### Layout detail, run 1

Window x 18 to 43, y 80 to 105 µm. Cells in grey, sequential cells in the stronger grey; small squares are vias.
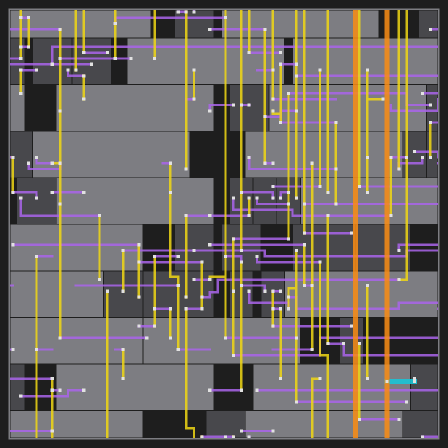
### Track usage over the die, run 1

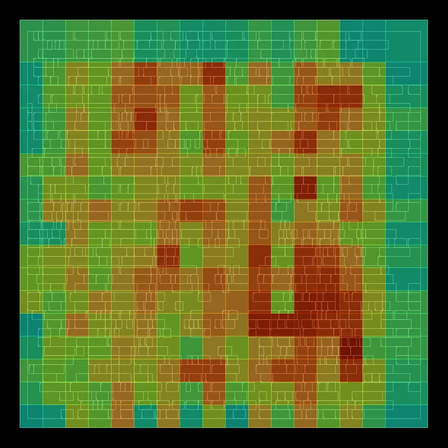
### Metal 1, run 1

Scale: 4 px per µm.
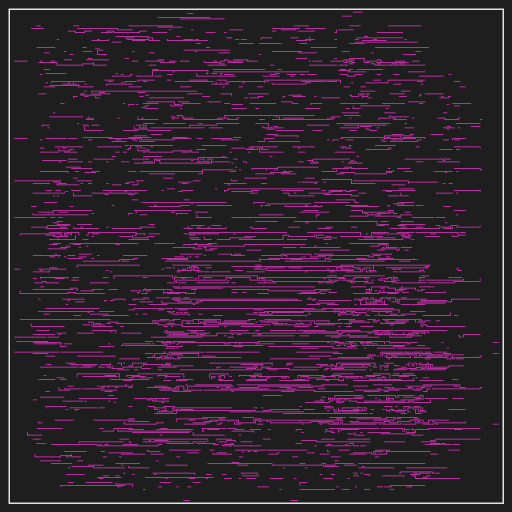
## src/rtl/sparc_sr_pkg.sv

```systemverilog
// Shared definitions for the state-register write side: PSR field positions,
// write-target encodings, reset values and the mod-NWINDOWS CWP helpers.
package sparc_sr_pkg;

  localparam int PSR_ICC_LSB = 20;
  localparam int PSR_EC      = 13;
  localparam int PSR_EF      = 12;
  localparam int PSR_PIL_LSB = 8;
  localparam int PSR_S       = 7;
  localparam int PSR_PS      = 6;
  localparam int PSR_ET      = 5;
  localparam int PSR_CWP_LSB = 0;

  // impl, ver and the reserved field [19:14] always read back as zero
  localparam logic [31:0] PSR_WRITE_MASK = 32'h00F0_3FFF;

  localparam logic [31:0] PSR_RESET = 32'h0000_0080;
  localparam logic [31:0] TBR_RESET = 32'h0000_0000;
  localparam logic [31:0] WIM_RESET = 32'h0000_0000;

  localparam int DEFAULT_NWINDOWS = 8;

  typedef enum logic [1:0] {
    SR_SEL_PSR  = 2'b00,
    SR_SEL_TBR  = 2'b01,
    SR_SEL_WIM  = 2'b10,
    SR_SEL_NONE = 2'b11
  } sr_sel_e;

  typedef struct packed {
    logic        valid;
    sr_sel_e     sel;
    logic [31:0] data;
  } sr_wr_entry_t;

  function automatic logic [4:0] cwp_dec(input logic [4:0] cwp, input logic [4:0] last);
    return (cwp == 5'd0) ? last : cwp - 5'd1;
  endfunction

  function automatic logic [4:0] cwp_inc(input logic [4:0] cwp, input logic [4:0] last);
    return (cwp == last) ? 5'd0 : cwp + 5'd1;
  endfunction

endpackage

```

## src/rtl/sr_write_delay_pipe.sv

```systemverilog
// Fixed-depth shift register carrying delayed state-register writes; the
// oldest stage is presented as the commit candidate for the current edge.
module sr_write_delay_pipe
  import sparc_sr_pkg::*;
#(
  parameter int DEPTH = 3
) (
  input  logic         clk,
  input  logic         rst,
  input  logic         push,
  input  sr_sel_e      push_sel,
  input  logic [31:0]  push_data,
  input  logic         flush,
  output sr_wr_entry_t head,
  output logic         any_valid
);

  sr_wr_entry_t stage_q [DEPTH];
  sr_wr_entry_t stage_d [DEPTH];

  always_comb begin
    for (int i = 0; i < DEPTH; i++) begin
      stage_d[i] = '0;
    end
    if (!flush) begin
      stage_d[0] = '{valid: push, sel: push_sel, data: push_data};
      for (int i = 1; i < DEPTH; i++) begin
        stage_d[i] = stage_q[i-1];
      end
    end
  end

  always_comb begin
    any_valid = 1'b0;
    for (int i = 0; i < DEPTH; i++) begin
      any_valid = any_valid | stage_q[i].valid;
    end
  end

  assign head = stage_q[DEPTH-1];

  always_ff @(posedge clk or posedge rst) begin
    if (rst) begin
      for (int i = 0; i < DEPTH; i++) begin
        stage_q[i] <= '0;
      end
    end else begin
      for (int i = 0; i < DEPTH; i++) begin
        stage_q[i] <= stage_d[i];
      end
    end
  end

endmodule

```

## src/rtl/state_register_write_unit.sv

```systemverilog
// Owns PSR/TBR/WIM: delayed WRPSR/WRTBR/WRWIM commits, then trap/RETT/window/icc
// updates overlaid on the committed value, plus registered fault pulses.
module state_register_write_unit
  import sparc_sr_pkg::*;
#(
  parameter int NWINDOWS    = DEFAULT_NWINDOWS,
  parameter int WRITE_DELAY = 3
) (
  input  logic        Clk,
  input  logic        Reset,
  input  logic        SR_Write,
  input  logic [1:0]  SR_Select,
  input  logic [31:0] Write_Data,
  input  logic        ICC_Write,
  input  logic [3:0]  ICC_In,
  input  logic        Save,
  input  logic        Restore,
  input  logic        Trap_Enter,
  input  logic [7:0]  Trap_Type,
  input  logic        Rett,
  output logic [31:0] PSR,
  output logic [31:0] TBR,
  output logic [31:0] WIM,
  output logic        Write_Pending,
  output logic        Privileged_Fault,
  output logic        Illegal_Write,
  output logic        Window_Overflow,
  output logic        Window_Underflow
);

  localparam logic [4:0]  LAST_CWP = 5'(NWINDOWS - 1);
  localparam logic [5:0]  NWIN     = 6'(NWINDOWS);
  localparam logic [31:0] WIM_MASK = (NWINDOWS >= 32) ? 32'hFFFF_FFFF
                                                      : ((32'd1 << NWINDOWS) - 32'd1);

  logic [31:0]  psr_q, psr_d, tbr_q, tbr_d, wim_q, wim_d;
  logic         priv_fault_q, priv_fault_d, illegal_q, illegal_d;
  logic         ovf_q, ovf_d, unf_q, unf_d;
  logic [31:0]  psr_c, tbr_c, wim_c;
  logic [4:0]   cwp_c, cwp_new;
  logic         issue, push, any_valid;
  sr_sel_e      wr_sel;
  sr_wr_entry_t head;

  assign wr_sel = sr_sel_e'(SR_Select);

  // Privilege and CWP legality are judged against committed state only
  always_comb begin
    issue        = SR_Write && (wr_sel != SR_SEL_NONE) && !Trap_Enter;
    priv_fault_d = issue && !psr_q[PSR_S];
    illegal_d    = issue && psr_q[PSR_S] && (wr_sel == SR_SEL_PSR) &&
                   ({1'b0, Write_Data[4:0]} >= NWIN);
    push         = issue && !priv_fault_d && !illegal_d;
  end

  sr_write_delay_pipe #(
    .DEPTH(WRITE_DELAY)
  ) u_pipe (
    .clk      (Clk),
    .rst      (Reset),
    .push     (push),
    .push_sel (wr_sel),
    .push_data(Write_Data),
    .flush    (Trap_Enter),
    .head     (head),
    .any_valid(any_valid)
  );

  always_comb begin
    psr_c = psr_q;
    tbr_c = tbr_q;
    wim_c = wim_q;
    if (head.valid) begin
      case (head.sel)
        SR_SEL_PSR: psr_c = head.data & PSR_WRITE_MASK;
        SR_SEL_TBR: tbr_c = {head.data[31:12], tbr_q[11:4], 4'h0};
        SR_SEL_WIM: wim_c = head.data & WIM_MASK;
        default:    ;
      endcase
    end
  end

  // Trap beats everything; RETT beats SAVE/RESTORE; SAVE beats RESTORE
  always_comb begin
    psr_d   = psr_c;
    tbr_d   = tbr_c;
    wim_d   = wim_c;
    ovf_d   = 1'b0;
    unf_d   = 1'b0;
    cwp_c   = psr_c[PSR_CWP_LSB +: 5];
    cwp_new = cwp_c;
    if (Trap_Enter) begin
      psr_d[PSR_CWP_LSB +: 5] = cwp_dec(cwp_c, LAST_CWP);
      psr_d[PSR_PS]           = psr_c[PSR_S];
      psr_d[PSR_S]            = 1'b1;
      psr_d[PSR_ET]           = 1'b0;
      tbr_d[11:4]             = Trap_Type;
    end else begin
      if (ICC_Write) begin
        psr_d[PSR_ICC_LSB +: 4] = ICC_In;
      end
      if (Rett) begin
        psr_d[PSR_CWP_LSB +: 5] = cwp_inc(cwp_c, LAST_CWP);
        psr_d[PSR_S]            = psr_c[PSR_PS];
        psr_d[PSR_ET]           = 1'b1;
      end else if (Save) begin
        cwp_new = cwp_dec(cwp_c, LAST_CWP);
        if (wim_c[cwp_new]) ovf_d = 1'b1;
        else psr_d[PSR_CWP_LSB +: 5] = cwp_new;
      end else if (Restore) begin
        cwp_new = cwp_inc(cwp_c, LAST_CWP);
        if (wim_c[cwp_new]) unf_d = 1'b1;
        else psr_d[PSR_CWP_LSB +: 5] = cwp_new;
      end
    end
  end

  always_ff @(posedge Clk or posedge Reset) begin
    if (Reset) begin
      psr_q        <= PSR_RESET;
      tbr_q        <= TBR_RESET;
      wim_q        <= WIM_RESET;
      priv_fault_q <= 1'b0;
      illegal_q    <= 1'b0;
      ovf_q        <= 1'b0;
      unf_q        <= 1'b0;
    end else begin
      psr_q        <= psr_d;
      tbr_q        <= tbr_d;
      wim_q        <= wim_d;
      priv_fault_q <= priv_fault_d;
      illegal_q    <= illegal_d;
      ovf_q        <= ovf_d;
      unf_q        <= unf_d;
    end
  end

  assign PSR              = psr_q;
  assign TBR              = tbr_q;
  assign WIM              = wim_q;
  assign Write_Pending    = any_valid;
  assign Privileged_Fault = priv_fault_q;
  assign Illegal_Write    = illegal_q;
  assign Window_Overflow  = ovf_q;
  assign Window_Underflow = unf_q;

endmodule

```

## config.mk

```make
export PLATFORM = sky130hd
export DESIGN_NAME = state_register_write_unit
export DESIGN_NICKNAME = d
export VERILOG_FILES = /design/src/rtl/sparc_sr_pkg.sv /design/src/rtl/sr_write_delay_pipe.sv /design/src/rtl/state_register_write_unit.sv
export SDC_FILE = /design/constraint.sdc
export NUM_CORES = 1
export LEC_CHECK = 0
export CORE_MARGIN = 2
export CORE_UTILIZATION = 56
export DETAILED_ROUTE_END_ITERATION = 6
export PLACE_DENSITY = 0.86
export SLEW_MARGIN = 20
export SYNTH_ARGS = -nofsm -noshare
export SYNTH_HDL_FRONTEND = slang
export SYNTH_SLANG_ARGS = --single-unit
```

## constraint.sdc

```tcl
create_clock -name Clk -period 10.39 [get_ports Clk]
set_clock_uncertainty 0.05 [all_clocks]
set_input_delay 2.5975 -clock Clk [delete_from_list [all_inputs] [get_ports Clk]]
set_output_delay 2.5975 -clock Clk [all_outputs]
set_load 0.005 [all_outputs]
```

==> results_dict.tcl, run 1 <==
# implementation run metrics
set metrics [dict create \
    cap_violations 0 \
    hold_buffers 0 \
    status "finished, final reports clean" \
    grt_pass1_vias 5271 \
    ys_cells 676 \
    path_clk_slew_ns 0.07 \
    rsz0062_at_grt "false" \
    ys.flops 187 \
    crit_slowest_cell "dfrtp_1" \
    die_w_um 123 \
    min_path_cells 2 \
    path_cells "clkdlybuf4s50_1" \
    overflow 0 \
    grt_max_degree 100 \
    nets 850 \
    leakage_uw 0.00466 \
    critPathTopFamily "flip-flops" \
    ys_area_um2 7950 \
    cpPeakStageDelay_ns 0.80 \
    ys_seq_share_pct 58.9 \
    top_area_share_pct 58.6 \
    fp_util_pct 57.2 \
    avgViaCountPerCell 5.64 \
    setup_violations 0 \
    post_cts_buffers 0 \
    io_buffers 136 \
    warning_count 26 \
    worstMarginPinSlew_ns 1.07 \
    cts_resized 0 \
    tns_ns 0 \
    cp-end-kind "output port" \
    postRouteAntennaNets 0 \
    vdd_drop_max_mv 0.137 \
    chipHeight_um 123 \
    synth_warnings 0 \
    synth_area_um2 7950 \
    die_area_um2 15200 \
    vias 5575 \
    cts.path.max_buffers 2 \
    place_inst 957 \
    post_route_cells_drive_above_1_share_pct 10.9 \
    fin_cells 989 \
    core_um2 13900 \
]
About 'Layout detail':
metal 2: drawn in yellow. metal 3: drawn in cyan. metal 4: drawn in orange. metal 1: drawn in purple.
Most frequent: dfrtp_1 (19), nor2b_1 (11), nand2_1 (7). Sequential cells in the window: 19. 40 logic cells have their middle in the window. Netlist names of flops here include `u_pipe.stage_q` (9), `TBR` (4), `u_pipe.head` (4).

About 'Track usage over the die':
grt met2 use: 37.5%
Global Route Usage Sum: 24.4%
met3 usage: 5.54%
WL/cell: 18.2 µm

About 'Metal 1':
757 nets have wire on it. The layer carries 7520 µm of wire. The layer holds 42% of the routed length. The wires run mostly horizontal. The longest straight run is 35.0 µm.

run 1: final timing paths:
path	start	slack [ns]	to
max reg2reg	u_pipe.head[33]	6.57	PSR[1]
max	PSR[0]	5.90	PSR[0]
min	u_pipe.head[9]	0.40	PSR[9]
min in group asynchronous	Reset	2.69	u_pipe.stage_q[83]
max in group asynchronous	Reset	6.34	u_pipe.stage_q[39]
min reg2reg	u_pipe.head[9]	0.40	PSR[9]
run 1: synthesized netlist by cell type (2+ instances only):
library cell,instances
nand3b_1,7
buf_1,4
o21ai_0,13
a21oi_1,11
inv_1,14
o2111ai_1,2
or3_1,2
nand3_1,8
nor4b_1,2
o31ai_1,2
a211oi_1,3
xnor2_1,3
a211o_1,2
nor2b_1,112
a221oi_1,12
nor2_1,21
a31oi_1,4
xor2_1,6
mux2_2,34
o311ai_0,2
a211oi_2,2
o211ai_1,4
a21o_1,2
dfrtp_1,186
buf_4,20
o21ai_1,4
nor3b_1,2
and2_1,25
and3_1,2
a222oi_1,7
nand2_1,53
mux2i_1,27
nor3_1,10
a22oi_1,3
buf_2,5
clkbuf_1,27
run 1: registers in the layout, indices dropped and copies added, names as in the netlist:
register / flops
WIM: 32
Privileged_Fault: 1
u_pipe.head: 35
Window_Underflow: 1
PSR: 18
TBR: 28
Window_Overflow: 1
Illegal_Write: 1
u_pipe.stage_q: 70
run 1: power breakdown:
group	leakage, µW	internal [µW]	switching, µW
Clock	0.000283	329	291
Sequential	0.00250	762	53.1
Combinational	0.00188	219	313
run 1: cells by family (layout without fill, tap and decap cells):
family | Yosys count | after routing | share of synthesized area, %
AND/OR/NAND/NOR | 251 | 251 | 17.5
flip-flops | 187 | 187 | 58.9
AND-OR/OR-AND | 93 | 93 | 9.20
buffers and inverters | 71 | 187 | 4.47
multiplexers | 64 | 64 | 8.87
XOR/XNOR | 9 | 9 | 0.992
other | 1 | 18 | 0.0472
run 1: through the flow:
step	setup slack, ns	area (µm²)	util, %	hold slack [ns]
after global placement	5.54	9340	67.3	0.371
after detailed placement	5.43	9340	67.3	0.385
final	5.90	9920	71.5	0.397
after global routing	5.83	9920	71.5	0.421
after CTS	5.89	9920	71.4	0.404
after floorplan	2.66	8010	-	0.364
run 1: area by class of cell:
type	instances	area, µm²
fillers	946	3960
multi-input cells	435	2980
clock inverters	13	126
repair buffers	141	1400
inverters	14	57.6
clock buffers	19	453
well taps	180	225
flip-flops and latches	187	4680
run 1: layer usage:
| metal | vias to the layer above | global-route usage (%) | wire length (µm) |
|---|---|---|---|
| met1 | 2767 | 34.0 | 7520 |
| met2 | 248 | 37.5 | 8830 |
| met4 | 0 | 9.45 | 460 |
| met5 | - | 0 | 0 |
| met3 | 46 | 5.54 | 1230 |
| li1 | 2514 | - | - |
### Cell classes on the final placement, run 1

Scale: 3 px per µm.
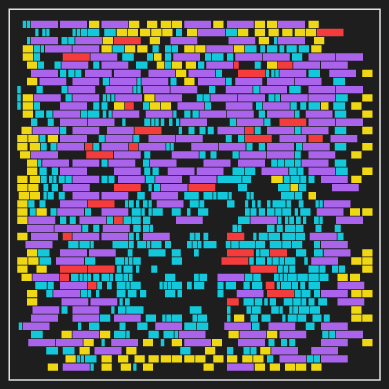

==> run 2: changes to the inputs <==
--- a/config.mk
+++ b/config.mk
@@ -6,9 +6,9 @@
 export NUM_CORES = 1
 export LEC_CHECK = 0
 export CORE_MARGIN = 2
-export CORE_UTILIZATION = 56
+export CORE_UTILIZATION = 52
 export DETAILED_ROUTE_END_ITERATION = 6
-export PLACE_DENSITY = 0.86
+export PLACE_DENSITY = 0.81
 export SLEW_MARGIN = 20
 export SYNTH_ARGS = -nofsm -noshare
 export SYNTH_HDL_FRONTEND = slang
==> constraint.sdc (replaced) <==
create_clock -name Clk -period 4.45 [get_ports Clk]
set_clock_uncertainty 0.05 [all_clocks]
set_input_delay 1.1125 -clock Clk [delete_from_list [all_inputs] [get_ports Clk]]
set_output_delay 1.1125 -clock Clk [all_outputs]
set_load 0.005 [all_outputs]
### Cell classes on the final placement, run 2

Scale: 3 px per µm.
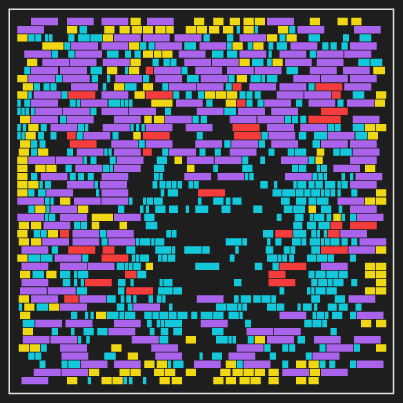
sequential cells: drawn in purple, cells 187. remaining buffers and delay cells: drawn in yellow, cells 152. combinational and other logic: drawn in cyan, cells 449. clock drivers and dummy loads: drawn in red, cells 32.

### Track usage over the die, run 2

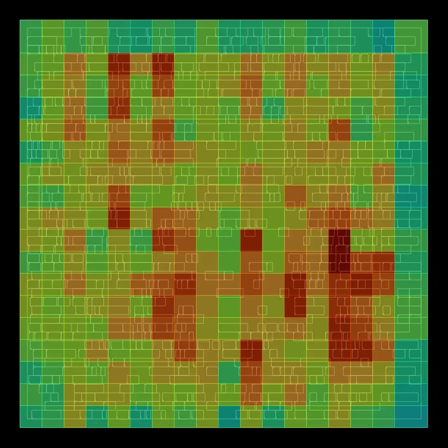
Util after Layout: 66.8%
grt met2 use: 38.9%
Global Route Usage Sum: 24.5%
WL/cell: 19.4 µm

### Metal 1, run 2

Scale: 4 px per µm.
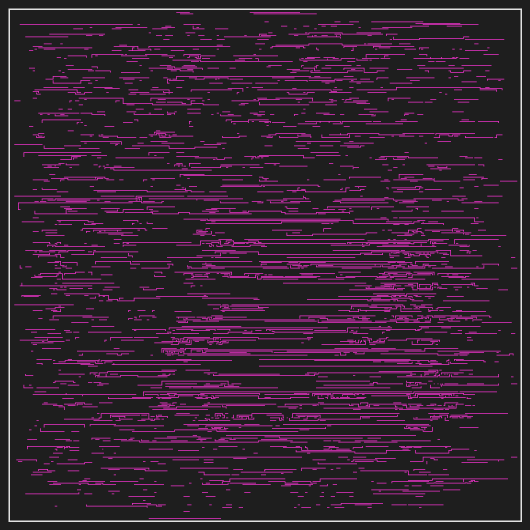
The wires run mostly horizontal. The layer holds 44% of the routed length. The longest straight run is 67.2 µm. The layer carries 8660 µm of wire.

==> results_dict.tcl, run 2 <==
# implementation run metrics
set metrics [dict create \
    setup_violations 0 \
    io_buffers 136 \
    cts_root_buf "clkbuf_16" \
    rows 45 \
    regMostFlops "u_pipe.stage_q" \
    worstMarginPinSlew_ns 1.09 \
    cts_resized 0 \
    nets 861 \
    vias 5525 \
    most_common_cell "dfrtp_1" \
    cts_buffers 17 \
    status "finished, final reports clean" \
    synth_cells 676 \
    cp-end-kind "flip-flop" \
    avgSynthCellArea_um2 11.8 \
    h-tree-depth 4 \
    rsz0062_at_grt "false" \
    synth_warnings 0 \
    area_growth_pct 26.8 \
    critical_path_class "flip-flop to flip-flop" \
    cts.path.max_buffers 2 \
    fp_util_pct 52.7 \
    overflow 0 \
    seq_area_um2 4680 \
    fin_ws_ns 0.640 \
    period_needed_ns 3.81 \
    ys_area_um2 7950 \
    synth_area_um2 7950 \
    avgViaCountPerCell 5.48 \
    reg2reg_slack_ns 0.64 \
    tns_ns 0 \
    n_fill_cell 1094 \
    top_area_share_pct 58.6 \
    hold_buffers 0 \
    slew_headroom_pct 27.1 \
    core_um2 15100 \
    ys_seq_share_pct 58.9 \
    most-common-layout-cells "dfrtp_1 (186), clkdlybuf4s50_1 (135), nor2b_1 (112)" \
    warning_count 26 \
    ys_cells 676 \
    post_cts_buffers 0 \
    comb_area_um2 2980 \
    vdd_drop_max_mv 0.302 \
    grt_pass1_vias 5532 \
    largest_reg_flops 70 \
    common_cells "dfrtp_1 (186), nor2b_1 (112), nand2_1 (53)" \
    post_route_cells_drive_above_1_share_pct 12.0 \
    leakage_uw 0.00474 \
    ys.flops 187 \
    yosysTopAreaCell "dfrtp_1" \
    postRouteAntennaNets 0 \
    gp_routability_congestion 0.891 \
    grt_pass1_wl_um 30300 \
    finalCritPeriodShare_pct 85.6 \
    drc_errors 0 \
    die_w_um 128 \
    place_ws_ns 0.756 \
    path_clk_slew_ns 0.07 \
    cap_violations 0 \
    die_area_um2 16300 \
    chipHeight_um 128 \
    grt_max_degree 56 \
]
run 2: kinds of logic after synthesis:
group	count (synthesis)	synth area share [%]
compound gates	93	9.20
xor+xnor	9	0.992
buf+inv	71	4.47
flops	187	58.9
mux	64	8.87
other cells	1	0.0472
simple gates	251	17.5
run 2: final cells by class:
type / instances / share of cell area [%]
clock buffers: 18 / 4.36
clock inverters: 14 / 1.66
inverters: 14 / 0.559
multi-input cells: 435 / 29.6
flip-flops and latches: 187 / 46.4
well taps: 188 / 2.33
repair buffers: 152 / 15.1
run 2: worst paths after layout:
path,start,endpoint,depth (start not counted)
min in group asynchronous,Reset,u_pipe.stage_q[84],2
max in group asynchronous,Reset,PSR[7],4
setup reg to reg,u_pipe.head[33],PSR[2],9
hold reg to reg,u_pipe.head[11],PSR[11],2
setup / recovery,u_pipe.head[33],PSR[2],9
hold / removal,u_pipe.head[11],PSR[11],2
run 2: where the power goes:
group,internal (µW),switching [µW],leakage [µW],total (µW)
sequential,1780,134,0.00250,1910
combinational,528,729,0.00194,1260
clock,820,707,0.000295,1530
run 2: worst max-delay path, stage by stage, from the launching register on:
cell and delay (ns):
dfrtp_1 0.53, or3b_1 0.90, mux2i_1 0.26, o21ai_0 0.36, nand2_1 0.23, a311oi_2 0.44, o32ai_2 0.21, or4_1 0.43
a32oi_1 0.22, a21o_1 0.11
run 2: layer usage:
metal | track usage [%] | vias up | share of wire, %
met3 | 5.82 | 28 | 5.3
met2 | 38.9 | 227 | 49
met1 | 33.5 | 2739 | 44
li1 | - | 2531 | -
met5 | 0 | - | 0
met4 | 7.76 | 0 | 1.6
run 2: per-stage QoR:
step	power, µW	cells	area, µm²	util [%]	hold slack [ns]
after floorplan	2730	693	8010	-	0.364
after global placement	3150	974	9440	62.6	0.371
after detailed placement	3160	974	9440	62.6	0.384
after CTS	4700	1006	10000	66.6	0.400
after global routing	4900	1008	10100	66.8	0.426
final	4700	1008	10100	66.8	0.401
### Sizing map, run 2

Scale: 3 px per µm.
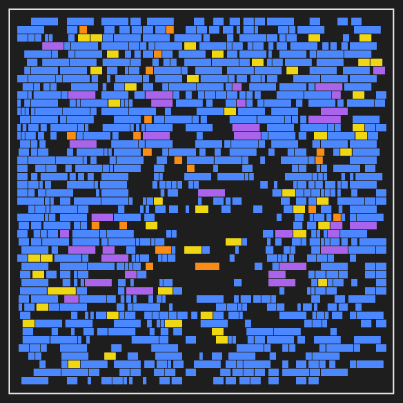

==> run 3: changes to the inputs <==
--- a/config.mk
+++ b/config.mk
@@ -6,9 +6,9 @@
 export NUM_CORES = 1
 export LEC_CHECK = 0
 export CORE_MARGIN = 2
-export CORE_UTILIZATION = 52
+export CORE_UTILIZATION = 45
 export DETAILED_ROUTE_END_ITERATION = 6
-export PLACE_DENSITY = 0.81
+export PLACE_DENSITY = 0.72
 export SLEW_MARGIN = 20
 export SYNTH_ARGS = -nofsm -noshare
 export SYNTH_HDL_FRONTEND = slang
### Sizing map, run 3

Scale: 3 px per µm.
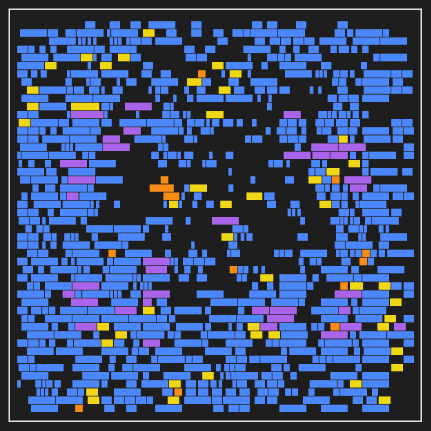
_6 and larger: drawn in purple, cells 36. _2 cells: drawn in yellow, cells 46. _3 and _4 cells: drawn in orange, cells 13. _0 and _1 cells: drawn in blue, cells 722.

### Cell classes on the final placement, run 3

Scale: 3 px per µm.
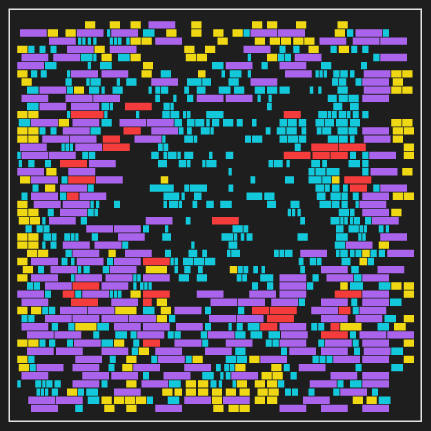
combinational and other logic: drawn in cyan, cells 449. remaining buffers and delay cells: drawn in yellow, cells 149. clock drivers and dummy loads: drawn in red, cells 32. sequential cells: drawn in purple, cells 187.

==> results_dict.tcl, run 3 <==
# implementation run metrics
set metrics [dict create \
    nets 858 \
    vdd_drop_max_mv 0.280 \
    critical_path_class "flip-flop to flip-flop" \
    h-tree-depth 4 \
    cts.path.max_buffers 2 \
    period_needed_ns 3.71 \
    ys_seq_share_pct 58.9 \
    power.switching_uw 1610 \
    reg2reg_depth 9 \
    pwr-share-seq_pct 39.8 \
    r2r_start "u_pipe.head[33]" \
    place_ws_ns 0.783 \
    reg2reg_slack_ns 0.74 \
    postRouteAntennaNets 0 \
    yosysTopAreaCell "dfrtp_1" \
    die_area_um2 18700 \
    vias 5476 \
    clockPowerShare_pct 33.9 \
    most-common-layout-cells "dfrtp_1 (186), clkdlybuf4s50_1 (135), nor2b_1 (112)" \
    top_area_share_pct 58.6 \
    rows 48 \
    cp-end-kind "flip-flop" \
    most_common_cell "dfrtp_1" \
    grt_pass1_wl_um 31300 \
    grt_pass1_vias 5544 \
    drt_pass1_iterations 6 \
    chipHeight_um 137 \
    fin_ws_ns 0.740 \
    setup_violations 0 \
    postPlaceCellArea_um2 9500 \
    avgSynthCellArea_um2 11.8 \
    whs_ns 0.397 \
    ys_cells 676 \
    finalCritPeriodShare_pct 83.4 \
    grt_max_degree 75 \
    wl_per_cell_um 19.1 \
    swShare_pct 33.9 \
    ys.flops 187 \
    overflow 0 \
    hold_buffers 0 \
    gp_routability_congestion 0.864 \
    io_buffers 136 \
    p_int_uw 3140 \
    min_path_cells 2 \
    synth_area_um2 7950 \
    regMostFlops "u_pipe.stage_q" \
    path_clk_slew_ns 0.08 \
    hold_path_end "PSR[8]" \
    drc_errors 0 \
    hp-start "u_pipe.head[8]" \
    post_cts_buffers 0 \
    common_cells "dfrtp_1 (186), nor2b_1 (112), nand2_1 (53)" \
    largest_reg_flops 70 \
    track_usage_pct 22.4 \
    tns_ns 0 \
    cts_resized 0 \
    cts_root_buf "clkbuf_16" \
    die_w_um 137 \
    leakage_uw 0.00474 \
    rsz0062_at_grt "false" \
    core_um2 17300 \
    warning_count 26 \
    worstMarginPinSlew_ns 1.10 \
    slew_headroom_pct 26.1 \
    synth_warnings 0 \
    finalPower_uw 4750 \
    fin_area_um2 10200 \
    combPwrFrac_pct 26.4 \
    status "finished, final reports clean" \
]
### Layout detail, run 3

Window x 22 to 47, y 90 to 115 µm. Cells in grey, sequential cells in the stronger grey; small squares are vias.
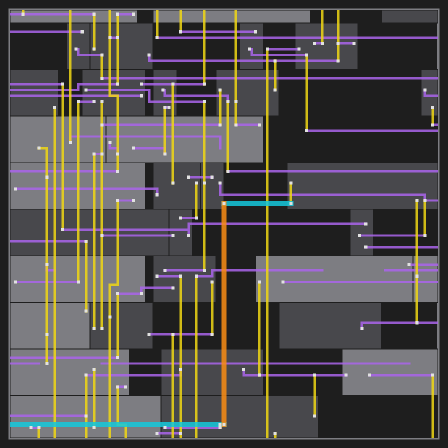
metal 1: drawn in purple. metal 2: drawn in yellow. metal 4: drawn in orange. metal 3: drawn in cyan.
Sequential cells in the window: 9. 29 logic cells have their middle in the window. Most frequent: dfrtp_1 (8), mux2i_1 (6), inv_1 (4). Netlist names of flops here include `PSR` (5), `u_pipe.head` (2).

## run 3: through the flow
| step | instances | utilization, % |
|---|---|---|
| floorplan | 693 | - |
| global placement | 1009 | 54.9 |
| detailed placement | 1009 | 54.9 |
| CTS | 1041 | 58.7 |
| global route | 1042 | 58.7 |
| finish | 1042 | 58.7 |
## run 3: kinds of logic after synthesis
logic type / after synthesis / share of synthesized area [%]
AOI/OAI and AO/OA: 93 / 9.20
xor gates and xnor gates: 9 / 0.992
buffers and inverters: 71 / 4.47
DFF: 187 / 58.9
muxes: 64 / 8.87
other: 1 / 0.0472
and+or+nand+nor: 251 / 17.5
## run 3: area by class of cell
class / count / area, µm²
Clock buffer: 17 / 425
Clock inverter: 15 / 228
Fill cell: 1413 / 7140
Inverter: 14 / 56.3
Multi-Input combinational cell: 435 / 2980
Sequential cell: 187 / 4680
Tap cell: 225 / 282
Timing Repair Buffer: 149 / 1510
## run 3: how the worst max path moves through the flow
stage | slack, ns | startpoint | depth (start not counted) | to
6_report | 0.74 | u_pipe.head[33] | 9 | PSR[2]
5_1_grt | 0.45 | u_pipe.head[33] | 9 | PSR[2]
4_1_cts | 0.76 | u_pipe.head[33] | 9 | PSR[2]
3_5_place_dp | 0.78 | u_pipe.head[33] | 9 | PSR[2]
3_3_place_gp | 0.82 | u_pipe.head[33] | 9 | PSR[2]
2_1_floorplan | 0.88 | Reset | 1 | Illegal_Write
## run 3: critical path: stages (launching register included)
cell,delay [ns]
dfrtp_1,0.49
or3b_1,0.82
a22o_1,0.52
a221oi_1,0.30
nor3_1,0.15
a211oi_2,0.36
o32ai_2,0.20
or4_1,0.44
a32oi_1,0.21
a21o_1,0.10
## run 3: power by group through the flow
stage	Clock, µW	Sequential (µW)	Combinational [µW]
4_1_cts	1650	1890	1250
3_3_place_gp	0	1930	1240
6_report	1610	1890	1250
2_1_floorplan	0	1850	875
3_5_place_dp	0	1920	1250
5_1_grt	1720	1900	1370
## run 3: per-layer routing
| layer | up-vias | part of all wire, % | wire, µm | global-route usage, % |
|---|---|---|---|---|
| li1 | 2536 | - | - | - |
| met1 | 2731 | 43 | 8560 | 29.5 |
| met2 | 176 | 50 | 10000 | 37.3 |
| met3 | 33 | 4.5 | 900 | 4.15 |
| met4 | 0 | 2.1 | 425 | 8.13 |
| met5 | - | 0 | 0 | 0 |
No activity file was given, so power comes from the tool's default toggle rates.
